==> config.mk <==
export PLATFORM = sky130hd
export DESIGN_NAME = energy_telemetry_rx
export DESIGN_NICKNAME = d
export VERILOG_FILES = /design/src/rtl/energy_telemetry_rx.sv
export SDC_FILE = /design/constraint.sdc
export NUM_CORES = 1
export LEC_CHECK = 0
export ABC_AREA = 1
export CORE_ASPECT_RATIO = 1.4
export CORE_UTILIZATION = 62
export CTS_BUF_LIST = sky130_fd_sc_hd__clkbuf_4 sky130_fd_sc_hd__clkbuf_8 sky130_fd_sc_hd__clkbuf_16
export CTS_CLUSTER_DIAMETER = 50
export DETAILED_ROUTE_END_ITERATION = 6
export PLACE_DENSITY = 0.94
export REMOVE_ABC_BUFFERS = 1
export SYNTH_ARGS = -nofsm -noshare
export SYNTH_HDL_FRONTEND = slang
export SYNTH_SLANG_ARGS = --single-unit
==> constraint.sdc <==
create_clock -name clk -period 9.7 [get_ports clk]
set_input_delay 2.91 -clock clk [delete_from_list [all_inputs] [get_ports clk]]
set_output_delay 2.91 -clock clk [all_outputs]
set_load 0.01 [all_outputs]
**Run 1: cells colored by class**

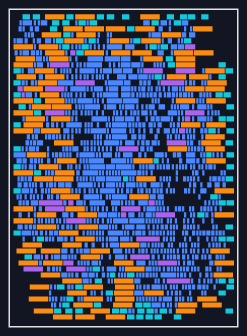
blue -> all other logic  # cells 1,067, share of their area 55%
cyan -> other buffers and delay cells  # cells 99, share of their area 9.5%
orange -> flops  # cells 120, share of their area 29%
purple -> clock drivers and dummy loads  # cells 32, share of their area 6.2%
fraction of area in registers: 28.5%
area of the core: 0.0139 mm2
cell row count: 51
Finished Cell Area: 0.0105 mm2

**Run 1: metal 4**

Cells faint in the background.
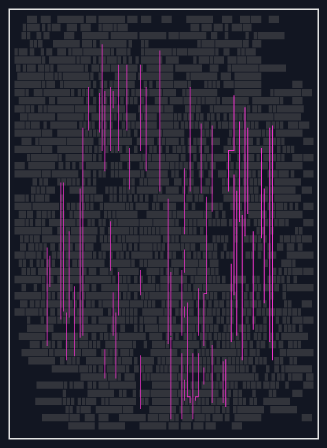
share of all routed wire = 7.2%
wire length on this layer = 1,710 um
main direction = vertical
vias after detailed routing: 8,248
total wire length: 23,700 um

**Run 1: routed clock nets over the placement**

Bar = 20 um.
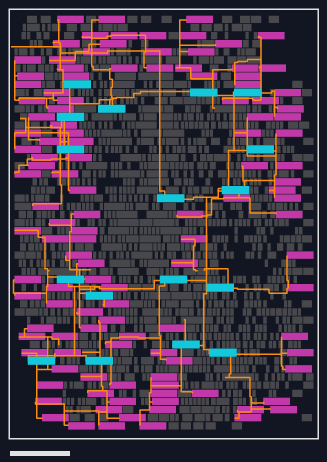
cyan -> cells driving clock nets  # count 17
orange -> clock wires  # length 1,660 um
magenta -> flip-flops  # count 120
flops lie = spread over the die
clock latency reported for the late side of the worst-skew pair: 0.42 ns
total clock network power: 0.000683 W
clock tree skew after final layout: 0.00719 ns

==> notes.md, run 1 <==
On the backend side, the flow ran end to end.

The run finished with clean final reports. The number of maximum-capacitance violations recorded for the run is 0. The peak fanout along the critical path stands at 14. The count of nets left with antenna violations once routing finished came out at 0. The worst register-to-register path depth is 25. The slowest stage of the critical path is the fa_1 cell. The number of hold-repair buffers added at the cts stage stands at 0. The worst path uses 62.8% of the clock period.

The count of pins over their slew limit stands at 0. The synthesized design contains 0 enable-type register cells. The total leakage power stands at 6.06 nW. The number of non-filler instances in the completed layout stands at 1,503. Setup repair after global routing left no endpoint under its margin. For this run, the detailed router reports a per-instance via density of 5.49. The critical path data required time stands at 10.00 ns. Per the layout report, the design carries 1,028 filler cells.

TritonCTS built the clock tree. The HPWL after detailed placement is 17,400 um. Of the cells placed in the final design, the portion with a size suffix greater than 1 is 4.32%. The count of warning messages emitted by the tools stands at 26.

STA classifies the critical path startpoint as a register. Derived from the worst setup path, the maximum achievable clock frequency is 164 MHz. The multi-input gate area in the final layout stands at 0.00487 mm2. Per STA, the worst path accumulates the most delay in the family adder cells.

The sequential fraction of the synthesis area stands at 34.0%. According to the floorplan report, the total die area is 0.0147 mm2. Dividing the detail-routed wire length by the instance count gives 15.7 um. The transition at the pin with the smallest max-transition slack stands at 1.11 ns. Counting the warning lines in the Yosys log gives 0. RePlAce ended its routability-driven mode at a weighted congestion of 0.962. The shortest clock period the worst path allows after layout stands at 6.09 ns. The clock transition at the registers of the reported paths stands at 0.06 ns.

The initial antenna violation count stands at 0. On the worst path, the slowest cell contributes a delay of 0.57 ns. Once iteration 0 of detailed routing completed, the report listed 369 DRC markers. Across the whole layout, storage elements account for 0.00300 mm2. Counting flops and latches in the post-synthesis netlist gives 120.

The most numerous cell type found on the critical path is nand2_1. The number of clock buffers inserted by TritonCTS stands at 17. The main area contributors are dfrtp_1 (34%), nand2_1 (19%), inv_1 (8.9%).

For this run, the post-layout net count is 1,411. The number of levels the H-tree was split into stands at 4. The power per cell area stands at 136 mW/mm2. The number of distinct standard cells referenced by the synthesized netlist stands at 35. The final power report lists total power as 0.00143 W. The hold path depth stands at 0. The number of sinks driven by the clock tree stands at 120. The clock passes through at most 2 buffers.
-- run 1: cell usage in the layout, fill, tap and decap left out --
master,n
a21o_1,2
nor2_2,5
o211ai_1,1
o21ai_1,2
clkbuf_8,2
a21oi_1,20
nand2_1,447
inv_1,209
a21oi_2,1
clkdlybuf4s50_1,94
or2_2,3
nand4_1,13
fa_1,37
nand3_1,63
o21ai_0,50
inv_2,3
clkinvlp_4,3
inv_6,1
nor3_4,1
nor2_1,70
clkinv_1,2
clkbuf_16,17
a31oi_1,2
xnor2_1,19
clkbuf_4,2
nand3_2,2
nor3b_1,1
bufinv_16,4
dfrtp_1,120
o21ai_2,1
buf_4,5
clkinv_2,2
clkinv_4,1
nand2_2,4
ha_1,56
and2_1,4
a211oi_1,1
xor2_1,30
nor4_1,3
nor3_1,15
-- run 1: per-layer routing --
layer	GRT usage (%)	part of all wire, %	wire [um]	vias up
li1	-	-	-	3880
met2	61.1	53	12400	353
met4	26.2	7.2	1710	0
met3	7.00	4.8	1140	136
met1	34.5	35	8350	3879
met5	0	0	0	-
-- run 1: final cells by class --
type	instances	share of cell area, %
well taps	185	2.20
clock buffers	21	4.45
inverters	214	7.64
flip-flops and latches	120	28.5
multi-input cells	853	46.3
clock inverters	11	1.62
repair buffers	99	9.30
-- run 1: synthesized netlist by cell type, types with 3 or more instances --
master	number
nand2_1	447
inv_1	209
dfrtp_1	120
nor2_1	71
nand3_1	63
ha_1	56
o21ai_0	50
fa_1	37
xor2_1	30
clkbuf_1	21
a21oi_1	20
xnor2_1	19
nor3_1	15
nand4_1	13
buf_2	10
and2_1	4
nand2_2	4
nor2_2	4
inv_2	3
nor4_1	3
or2_2	3
-- run 1: stage by stage --
stage | hold slack (ns) | worst slack [ns] | utilization [%]
floorplan | 0.376 | 4.37 | -
global placement | 0.387 | 3.83 | 71.0
detailed placement | 0.392 | 3.75 | 71.0
CTS | 0.402 | 3.68 | 75.6
global route | 0.408 | 3.20 | 75.6
finish | 0.400 | 3.61 | 75.6
-- run 1: logic make-up (layout without fill, tap and decap cells) --
kind of cell	Yosys count	after routing	synth area share, %
adder cells (fa/ha/maj)	93	93	16.3
buffers and inverters	249	345	10.9
AND-OR/OR-AND	80	80	4.76
XOR/XNOR	49	49	4.86
flip-flops	120	120	34.0
AND/OR/NAND/NOR	631	631	29.1
-- run 1: report_power, final --
| group | internal [W] | total, W | leakage, nW | switching (W) |
|---|---|---|---|---|
| clock | 0.000449 | 0.000683 | 0.307 | 0.000234 |
| sequential | 0.000525 | 0.000587 | 1.67 | 0.0000621 |
| combinational | 0.0000570 | 0.000155 | 4.09 | 0.0000979 |
| total | 0.00103 | 0.00143 | 6.06 | 0.000394 |
==> run 2, diff against run 1 <==
--- a/config.mk
+++ b/config.mk
@@ -7,11 +7,11 @@
 export LEC_CHECK = 0
 export ABC_AREA = 1
 export CORE_ASPECT_RATIO = 1.4
-export CORE_UTILIZATION = 62
+export CORE_UTILIZATION = 52
 export CTS_BUF_LIST = sky130_fd_sc_hd__clkbuf_4 sky130_fd_sc_hd__clkbuf_8 sky130_fd_sc_hd__clkbuf_16
 export CTS_CLUSTER_DIAMETER = 50
 export DETAILED_ROUTE_END_ITERATION = 6
-export PLACE_DENSITY = 0.94
+export PLACE_DENSITY = 0.85
 export REMOVE_ABC_BUFFERS = 1
 export SYNTH_ARGS = -nofsm -noshare
 export SYNTH_HDL_FRONTEND = slang
==> constraint.sdc (replaced) <==
create_clock -name clk -period 5 [get_ports clk]
set_input_delay 1.5 -clock clk [delete_from_list [all_inputs] [get_ports clk]]
set_output_delay 1.5 -clock clk [all_outputs]
set_load 0.01 [all_outputs]
**Run 2: metal 4**

Cells faint in the background.
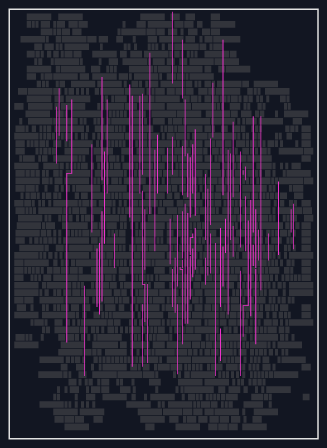
main direction = vertical
wire length on this layer = 2,180 um
total wire length: 29,300 um
vias after detailed routing: 9,180

**Run 2: signal metal coverage by tile**

22 x 31 tiles, from dark blue (low) to red (high), scaled to the fullest tile. Values are wire area over tile area, all layers added.
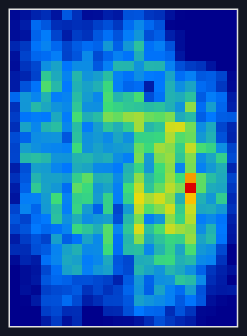
mean over tiles = 0.28
tiles over half the peak = 10%
nearly empty tiles = 9.5%
fullest tile = 1.1
emptiest ninth of the die = upper right
All-Layer GR Usage: 31.2%
Routed wire per std cell: 17.8 um

**Run 2: routed clock nets over the placement**

Bar = 20 um.
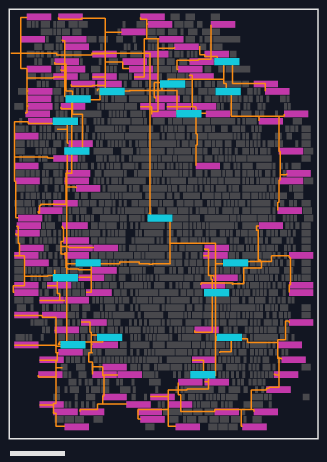
cyan -> cells driving clock nets  # count 17
orange -> clock wires  # length 1,770 um
magenta -> flip-flops  # count 120
routed clock nets = 18
clock tree skew after final layout: 0.0110 ns
clock share of power: 44.5%
clock latency reported for the late side of the worst-skew pair: 0.44 ns
total clock network power: 0.00129 W

==> run 2 against run 1 <==
The flow now finishes with violations (DRC, setup timing). Routed wire length is 24% higher. Clock skew is 0.0038 ns higher. Non-clock buffer count is 131 higher.
==> notes.md, run 2 <==
On the backend side, the flow ran end to end.

The run finished, with violations left. Per STA, the library cell used most along the worst path is nand2_1. Pins over their slew limit in the final report were tallied at 0.

The clock transition at the registers of the reported paths stands at 0.06 ns. The total leakage power stands at 6.96 nW. The checks that failed: DRC, setup timing. Nets still carrying antenna violations after routing amount to 0.

Among logic cells in the layout, the one with the most instances is nand2_1. The report puts the hold buffer count at CTS at 0. STA classifies the critical path startpoint as a register.

The peak clock frequency supported by timing stands at 181 MHz. In this run the number of H-tree levels came out at 4. In the synthesized netlist, the cells that appear most often are nand2_1 (447), inv_1 (209), dfrtp_1 (120), nor2_1 (71), nand3_1 (63). The count of warning messages emitted by the tools stands at 28.

The path depth of the worst reg2reg path stands at 26. The post-detailed-route DRC marker count stands at 6. The timing report gives the biggest stage delay along the critical path as 0.58 ns. The finished layout reports a core utilization of 75.1%. The peak fanout along the critical path stands at 5. The post-layout period usage of the worst path stands at 110%. TritonCTS built the clock tree.

Of the cells placed in the final design, the portion with a size suffix greater than 1 is 23.7%. The number of sinks driven by the clock tree stands at 120. The final worst setup slack stands at -0.511 ns.

Dividing the detail-routed via count by the number of cells gives 5.56. The area taken by multi-input combinational cells is reported as 0.00578 mm2. The initial antenna violation count stands at 0.

The placement summary gives the final routability congestion estimate as 0.957. Per the TritonCTS log, the buffer count is 17. The net count of the finished layout is 1,542. The synthesis warning total stands at 0.

The count of final setup violators stands at 24. Power spread over the standard cell area amounts to 231 mW/mm2. Sorting the synthesized cells by area gives the leading types as dfrtp_1 (34%), nand2_1 (19%), inv_1 (8.9%). The share of the Yosys chip area taken by registers is 34.0%. The floorplan has 56 rows.

Setup repair after global routing could not meet its margin everywhere. The most critical hold endpoint after final layout shows a slack of 0.418 ns. Once layout is complete, the cells apart from fillers number 1,652.
==> run 2: cell counts after synthesis <==
Identical to the previous run, type by type.
==> run 2: stage by stage <==
| step | setup slack, ns | TNS, ns |
|---|---|---|
| 4_1_cts | -0.0634 | -0.584 |
| 3_5_place_dp | -0.742 | -16.20 |
| 6_report | -0.511 | -10.09 |
| 5_1_grt | -0.658 | -14.78 |
| 3_3_place_gp | -0.621 | -13.29 |
| 2_1_floorplan | -0.333 | -5.88 |
==> run 2: metal layers <==
| layer | routed length (um) | global-route usage, % |
|---|---|---|
| met5 | 0 | 0 |
| met4 | 2180 | 20.8 |
| met3 | 1620 | 4.90 |
| met2 | 15500 | 58.9 |
| met1 | 10100 | 31.5 |
==> run 2: layout make-up <==
| class | count | area share [%] |
|---|---|---|
| clock inverter | 11 | 1.17 |
| inverter | 214 | 6.42 |
| tap | 203 | 2.03 |
| multi-input combinational | 853 | 46.2 |
| sequential | 120 | 24.1 |
| clock buffer | 21 | 3.74 |
| timing repair buffer | 230 | 16.4 |
==> run 2: worst register-to-register path, stage by stage, from the launching register on <==
cell and delay, ns:
dfrtp_2 0.46, buf_6 0.15, nand2_1 0.05, inv_1 0.05, fa_1 0.49, fa_1 0.55, fa_1 0.58, inv_1 0.07
fa_1 0.50, inv_2 0.05, ha_4 0.32, nand2_4 0.14, nor2_4 0.24, nand2_1 0.09, nand2_1 0.09, xor2_1 0.19
ha_1 0.29, nand2_2 0.10, inv_2 0.05, nand2_1 0.10, nand2_1 0.08, a21oi_2 0.14, buf_4 0.13, a21oi_4 0.07
buf_12 0.15, o21ai_1 0.16, nand2_1 0.10
==> run 2: logic make-up after synthesis <==
logic type               synth area share (%)
AND/OR/NAND/NOR                          29.1
buffers and inverters                    10.9
flip-flops                               34.0
adder cells (fa/ha/maj)                  16.3
AND-OR/OR-AND                            4.76
XOR/XNOR                                 4.86
==> run 2: where the power goes <==
group | switching (W) | internal, W | total [W] | leakage, nW
registers | 0.0000648 | 0.00102 | 0.00109 | 1.65
logic | 0.000290 | 0.000227 | 0.000517 | 5.00
clock network | 0.000467 | 0.000820 | 0.00129 | 0.300
total | 0.000821 | 0.00207 | 0.00289 | 6.96
==> run 2: what timing repair did <==
item / in CTS / in global routing
cloned: 0 / 1
setup endpoints to repair: 24 / 25
resized: 129 / 100
pin swaps: 64 / 38
setup buffers: 34 / 9
No activity file was given, so power comes from the tool's default toggle rates.
